**src/rtl/sar_pkg.sv**
```systemverilog
// Shared types and helpers for the successive-approximation search controller.
package sar_pkg;

   localparam int unsigned SAR_DEFAULT_WIDTH = 4;

   typedef enum logic [1:0] {
      IDLE  = 2'd0,
      TRIAL = 2'd1,
      DONE  = 2'd2
   } sar_state_t;

   // True when exactly one of the three relational flags is asserted.
   function automatic logic onehot3(input logic eq, input logic gt, input logic lt);
      return (eq ^ gt ^ lt) & ~(eq & gt & lt);
   endfunction

endpackage

```
**src/rtl/sar_search_controller.sv**
```systemverilog
// Binary search over an external comparator: drives trial values on guess and
// resolves the comparator's B operand MSB first, exiting early on equality.
module sar_search_controller
   import sar_pkg::*;
#(
   parameter int unsigned WIDTH = SAR_DEFAULT_WIDTH
) (
   input  logic             clk,
   input  logic             rst,
   input  logic             start,
   input  logic             cmp_eq,
   input  logic             cmp_gt,
   input  logic             cmp_lt,
   output logic [WIDTH-1:0] guess,
   output logic             busy,
   output logic             done,
   output logic [WIDTH-1:0] result,
   output logic             error
);

   localparam int unsigned IDX_W = $clog2(WIDTH);

   sar_state_t       state_q,     state_d;
   logic [WIDTH-1:0] guess_q,     guess_d;
   logic             busy_q,      busy_d;
   logic             done_q,      done_d;
   logic [WIDTH-1:0] result_q,    result_d;
   logic             error_q,     error_d;
   logic [IDX_W-1:0] bit_idx_q,   bit_idx_d;
   logic [WIDTH-1:0] committed_q, committed_d;

   logic [WIDTH-1:0] mask;
   logic [WIDTH-1:0] next_val;

   // Trial bit under test and the value kept after this comparison.
   assign mask     = WIDTH'(1) << bit_idx_q;
   assign next_val = cmp_gt ? (guess_q & ~mask) : guess_q;

   always_comb begin
      state_d     = state_q;
      guess_d     = guess_q;
      result_d    = result_q;
      error_d     = error_q;
      bit_idx_d   = bit_idx_q;
      committed_d = committed_q;

      case (state_q)
         IDLE: begin
            if (start) begin
               committed_d = '0;
               guess_d     = WIDTH'(1) << (WIDTH - 1);
               bit_idx_d   = IDX_W'(WIDTH - 1);
               error_d     = 1'b0;
               state_d     = TRIAL;
            end
         end
         TRIAL: begin
            if (!onehot3(cmp_eq, cmp_gt, cmp_lt)) begin
               error_d  = 1'b1;
               result_d = '0;
               state_d  = DONE;
            end else if (cmp_eq) begin
               result_d = guess_q;
               state_d  = DONE;
            end else if (bit_idx_q == '0) begin
               result_d = next_val;
               state_d  = DONE;
            end else begin
               // mask >> 1 is the next lower trial bit
               committed_d = next_val;
               guess_d     = next_val | (mask >> 1);
               bit_idx_d   = bit_idx_q - IDX_W'(1);
            end
         end
         default: begin
            guess_d = '0;
            state_d = IDLE;
         end
      endcase

      busy_d = (state_d == TRIAL);
      done_d = (state_d == DONE);
   end

   always_ff @(posedge clk or posedge rst) begin
      if (rst) begin
         state_q     <= IDLE;
         guess_q     <= '0;
         busy_q      <= 1'b0;
         done_q      <= 1'b0;
         result_q    <= '0;
         error_q     <= 1'b0;
         bit_idx_q   <= '0;
         committed_q <= '0;
      end else begin
         state_q     <= state_d;
         guess_q     <= guess_d;
         busy_q      <= busy_d;
         done_q      <= done_d;
         result_q    <= result_d;
         error_q     <= error_d;
         bit_idx_q   <= bit_idx_d;
         committed_q <= committed_d;
      end
   end

   assign guess  = guess_q;
   assign busy   = busy_q;
   assign done   = done_q;
   assign result = result_q;
   assign error  = error_q;

endmodule

```
**config.mk**
```make
export PLATFORM = sky130hd
export DESIGN_NAME = sar_search_controller
export DESIGN_NICKNAME = d
export VERILOG_FILES = /design/src/rtl/sar_pkg.sv /design/src/rtl/sar_search_controller.sv
export SDC_FILE = /design/constraint.sdc
export NUM_CORES = 1
export LEC_CHECK = 0
export CAP_MARGIN = 20
export CORE_UTILIZATION = 40
export DETAILED_ROUTE_END_ITERATION = 10
export GPL_TIMING_DRIVEN = 0
export MAX_ROUTING_LAYER = met4
export PLACE_DENSITY_LB_ADDON = 0.05
export SLEW_MARGIN = 15
export SYNTH_ARGS = -nofsm -noshare
export SYNTH_HDL_FRONTEND = slang
export SYNTH_SLANG_ARGS = --single-unit
```
**constraint.sdc**
```tcl
create_clock -name clk -period 3.1 [get_ports clk]
set_input_delay 0.465 -clock clk [delete_from_list [all_inputs] [get_ports clk]]
set_output_delay 0.465 -clock clk [all_outputs]
set_load 0.02 [all_outputs]
```
Figure 1. Placement density heat map (run 1).
Scale bar: 10 um. 9 x 9 tiles, from black (low) to pale yellow (high), 0 to 100% covered.
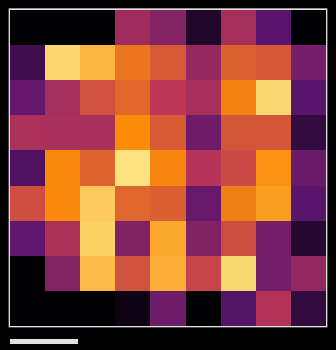
The mean over all tiles is 45%. 11% of the tiles are nearly empty. The emptiest ninth of the die: bottom left. 16% of the tiles are over 75% full. The fullest tile reaches 94%.

Figure 2. Cell classes on the final placement (run 1).
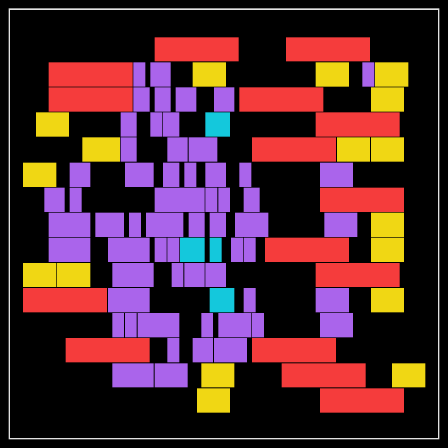
other buffers and delay cells: marked yellow, cells 17. combinational and other logic: marked purple, cells 59. flops: marked red, cells 15. clock drivers and dummy loads: marked cyan, cells 4.

==> flow_results.xml, run 1 <==
<?xml version="1.0" encoding="UTF-8"?>
<metrics>
  <group name="run_status">
    <metric name="status" unit="">finished, final reports clean</metric>
  </group>
  <group name="global_route">
    <metric name="track_usage" unit="">0.184</metric>
  </group>
  <group name="cells_and_area">
    <metric name="layout.cells.most_common_list" unit="">sky130_fd_sc_hd__clkdlybuf4s50_1, sky130_fd_sc_hd__dfrtp_1, sky130_fd_sc_hd__nand2_1</metric>
    <metric name="final_cell_area" unit="mm2">0.00101</metric>
  </group>
  <group name="synth">
    <metric name="synthesis.instances" unit="">75</metric>
    <metric name="yosysCellCount" unit="">75</metric>
    <metric name="ys_seq_share" unit="">0.475</metric>
    <metric name="synthMuxAreaShare" unit="">0</metric>
    <metric name="largest_area_cell" unit="">sky130_fd_sc_hd__dfrtp_1</metric>
    <metric name="ys_sh_simple" unit="">0.214</metric>
  </group>
  <group name="worst_setup_path">
    <metric name="cp_top_family" unit="">buffers and inverters</metric>
    <metric name="worst-setup-path-type" unit="">in -&gt; reg</metric>
    <metric name="critical_path.endpoint_type" unit="">flip-flop</metric>
    <metric name="required_time_reported_for_the_critical_path_endpoint" unit="ns">3.27</metric>
    <metric name="cp-start-kind" unit="">primary input</metric>
  </group>
  <group name="pwr">
    <metric name="sw_frac_of_total" unit="">0.388</metric>
    <metric name="power_sequential" unit="W">0.000303</metric>
    <metric name="power" unit="W">0.000757</metric>
  </group>
  <group name="placement">
    <metric name="detailed_place_hpwl" unit="mm">1.21</metric>
  </group>
  <group name="detailed_routing">
    <metric name="detailedRoute.firstPassIterationCount" unit="">4</metric>
    <metric name="detailedRoute.firstIterationViolations" unit="">4</metric>
    <metric name="remaining_antenna_violation_count_after_routing" unit="">0</metric>
    <metric name="routedWlPerCell" unit="um">12.8</metric>
  </group>
  <group name="final_timing">
    <metric name="min_period_over_period" unit="">0.688</metric>
    <metric name="skew" unit="ns">0.00739</metric>
    <metric name="finalMaxSlewViolations" unit="">0</metric>
    <metric name="min_cycle_time_layout" unit="ns">2.13</metric>
  </group>
  <group name="clocking">
    <metric name="clock_sink_count" unit="">15</metric>
    <metric name="hold_buffers" unit="">0</metric>
    <metric name="cts_tree" unit="">done</metric>
  </group>
  <group name="worst_hold_path">
    <metric name="hold_crit_depth" unit="">1</metric>
  </group>
  <group name="flow_run">
    <metric name="drv_cap" unit="">0</metric>
  </group>
</metrics>
Figure 3. PDN straps and rails (run 1).
Scale bar: 10 um. Pins as bars on the die edge.
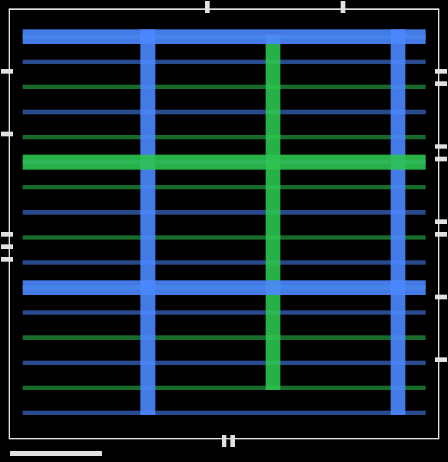
VSS: marked blue. VDD: marked green.
3 straps on met4. 17 signal pins sit on the boundary.

==> run 1: layout make-up <==
cell class / instances / area [um2]
fillers: 168 / 776
multi-input cells: 56 / 392
flip-flops and latches: 15 / 375
repair buffers: 16 / 160
well taps: 25 / 31.3
clock buffers: 4 / 26.3
plain buffers: 1 / 11.3
inverters: 3 / 11.3
==> run 1: per-layer routing <==
metal | vias up | part of all wire | GRT usage
li1 | 308 | - | -
met1 | 299 | 0.50 | 0.245
met2 | 19 | 0.43 | 0.264
met3 | 4 | 0.051 | 0.0353
met4 | 0 | 0.019 | 0.0882
met5 | - | 0 | -
==> run 1: sequential cells by signal, indices dropped and copies added, names as in the netlist <==
signal / cells
done: 1
state_q: 2
busy: 1
result: 4
bit_idx_q: 2
error: 1
guess: 4
==> run 1: Yosys cell counts <==
cell                        number
sky130_fd_sc_hd__dfrtp_1        15
sky130_fd_sc_hd__nand2_1        10
sky130_fd_sc_hd__nor2_1          7
sky130_fd_sc_hd__ha_1            6
sky130_fd_sc_hd__nor2b_1         5
sky130_fd_sc_hd__a21oi_1         4
sky130_fd_sc_hd__a32o_1          4
sky130_fd_sc_hd__inv_1           3
sky130_fd_sc_hd__o21ai_0         3
sky130_fd_sc_hd__a221o_1         2
sky130_fd_sc_hd__and3_1          2
sky130_fd_sc_hd__nand2b_1        2
sky130_fd_sc_hd__a21o_2          1
sky130_fd_sc_hd__a22o_2          1
sky130_fd_sc_hd__a311oi_2        1
sky130_fd_sc_hd__and2b_2         1
sky130_fd_sc_hd__and3_4          1
sky130_fd_sc_hd__buf_6           1
sky130_fd_sc_hd__nand3_1         1
sky130_fd_sc_hd__nor3_1          1
sky130_fd_sc_hd__nor3b_2         1
sky130_fd_sc_hd__o2bb2ai_1       1
sky130_fd_sc_hd__o32a_1          1
sky130_fd_sc_hd__or2_1           1
--- run 2 (diff from run 1) ---
==> constraint.sdc (replaced) <==
create_clock -name clk -period 1.99 [get_ports clk]
set_input_delay 0.2985 -clock clk [delete_from_list [all_inputs] [get_ports clk]]
set_output_delay 0.2985 -clock clk [all_outputs]
set_load 0.02 [all_outputs]
Figure 4. Routing congestion map (run 2).
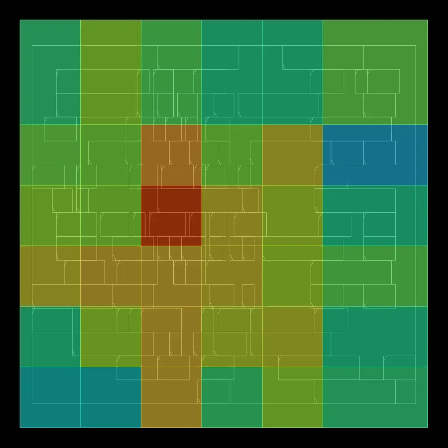
core utilization of the finished layout: 0.577
layer carrying the most global-route usage: met2
GRT met3 Usage: 0.0353
met1 track utilization from global routing: 0.245
met2 global-route usage: 0.264

==> run 2 against run 1 <==
  * Sequential power grew 57%
  * Worst hold slack lost 0.13 ns
  * Routed wire length grew 2.7%
  * Design area grew 2.1%
==> flow_results.xml, run 2 <==
<?xml version="1.0" encoding="UTF-8"?>
<metrics>
  <group name="worst_setup_path">
    <metric name="critical_path.endpoint_type" unit="">flip-flop</metric>
    <metric name="required_time_reported_for_the_critical_path_endpoint" unit="ns">2.14</metric>
    <metric name="cp-start-kind" unit="">flip-flop</metric>
    <metric name="worst-setup-path-type" unit="">reg -&gt; reg</metric>
  </group>
  <group name="cells_and_area">
    <metric name="filler_cell_count" unit="">165</metric>
    <metric name="combGateArea" unit="um2">408</metric>
    <metric name="layout.area.seq" unit="um2">375</metric>
  </group>
  <group name="pwr">
    <metric name="power" unit="W">0.00120</metric>
  </group>
  <group name="global_route">
    <metric name="track_usage" unit="">0.184</metric>
  </group>
  <group name="clocking">
    <metric name="clock_sink_count" unit="">15</metric>
    <metric name="postCtsSetupBuffers" unit="">0</metric>
  </group>
  <group name="detailed_routing">
    <metric name="met2_wire_len" unit="um">690</metric>
    <metric name="wirelength_met1" unit="um">797</metric>
    <metric name="remaining_antenna_violation_count_after_routing" unit="">0</metric>
    <metric name="met3_wirelength" unit="um">58</metric>
    <metric name="routedWlPerCell" unit="um">13.2</metric>
    <metric name="detailedRoute.firstIterationViolations" unit="">12</metric>
    <metric name="detailedRoute.firstPassIterationCount" unit="">4</metric>
  </group>
  <group name="synth">
    <metric name="ys_seq_share" unit="">0.475</metric>
    <metric name="async_flop_share" unit="">1.00</metric>
    <metric name="yosysCellCount" unit="">75</metric>
    <metric name="largest_area_cell" unit="">sky130_fd_sc_hd__dfrtp_1</metric>
    <metric name="yosys_most_used_dff" unit="">sky130_fd_sc_hd__dfrtp_1</metric>
    <metric name="synthesis.instances" unit="">75</metric>
    <metric name="most_popular_library_cell_in_the_synthesized_design_by_count" unit="">sky130_fd_sc_hd__dfrtp_1</metric>
  </group>
  <group name="final_timing">
    <metric name="min_cycle_time_layout" unit="ns">1.67</metric>
    <metric name="finalMaxSlewViolations" unit="">0</metric>
  </group>
  <group name="run_status">
    <metric name="status" unit="">finished, final reports clean</metric>
  </group>
  <group name="flow_run">
    <metric name="drv_cap" unit="">0</metric>
  </group>
</metrics>
run 2: report_power, final:
group          internal (W)  total [W]  switching (W)
sequential         0.000394   0.000476      0.0000814
clock             0.0000778   0.000172      0.0000941
combinational      0.000255   0.000550       0.000295
run 2: layer usage:
layer,vias up,track usage
met5,-,-
met3,5,0.0353
met2,16,0.264
met1,306,0.245
met4,0,0.0882
li1,309,-
run 2: through the flow:
stage / cell area [um2] / worst slack, ns
floorplan: 790 / 0.310
global placement: 981 / -0.272
detailed placement: 981 / -0.280
CTS: 1010 / 0.0252
global route: 1030 / 0.189
finish: 1030 / 0.315
run 2: worst max-delay path, stage by stage, from the launching register on:
cell and delay (ns):
sky130_fd_sc_hd__dfrtp_1 0.40, sky130_fd_sc_hd__inv_1 0.11, sky130_fd_sc_hd__ha_1 0.23, sky130_fd_sc_hd__nor2_1 0.30, sky130_fd_sc_hd__nand2_1 0.11, sky130_fd_sc_hd__o21ai_0 0.29
sky130_fd_sc_hd__a21oi_1 0.11
run 2: how the worst min path moves through the flow:
stage / endpoint / slack [ns] / start
floorplan: bit_idx_q[0] / 0.20 / rst
global route: bit_idx_q[1] / 0.42 / rst
finish: guess[0] / 0.36 / rst
CTS: result[1] / 0.40 / rst
detailed placement: result[0] / 0.48 / result[0]
global placement: result[0] / 0.48 / result[0]
run 2: cell families after synthesis:
group,Yosys count,share of synthesized area
compound gates,18,0.187
fa+ha+maj,6,0.0951
buf+inv,4,0.0285
flops,15,0.475
simple gates,32,0.214
run 2: layout make-up:
type | instances | area share
Buffer | 1 | 0.0109
Tap cell | 25 | 0.0304
Multi-Input combinational cell | 56 | 0.397
Timing Repair Buffer | 16 | 0.161
Inverter | 3 | 0.0109
Clock buffer | 4 | 0.0255
Sequential cell | 15 | 0.365
Power and IR drop assume default switching activity.
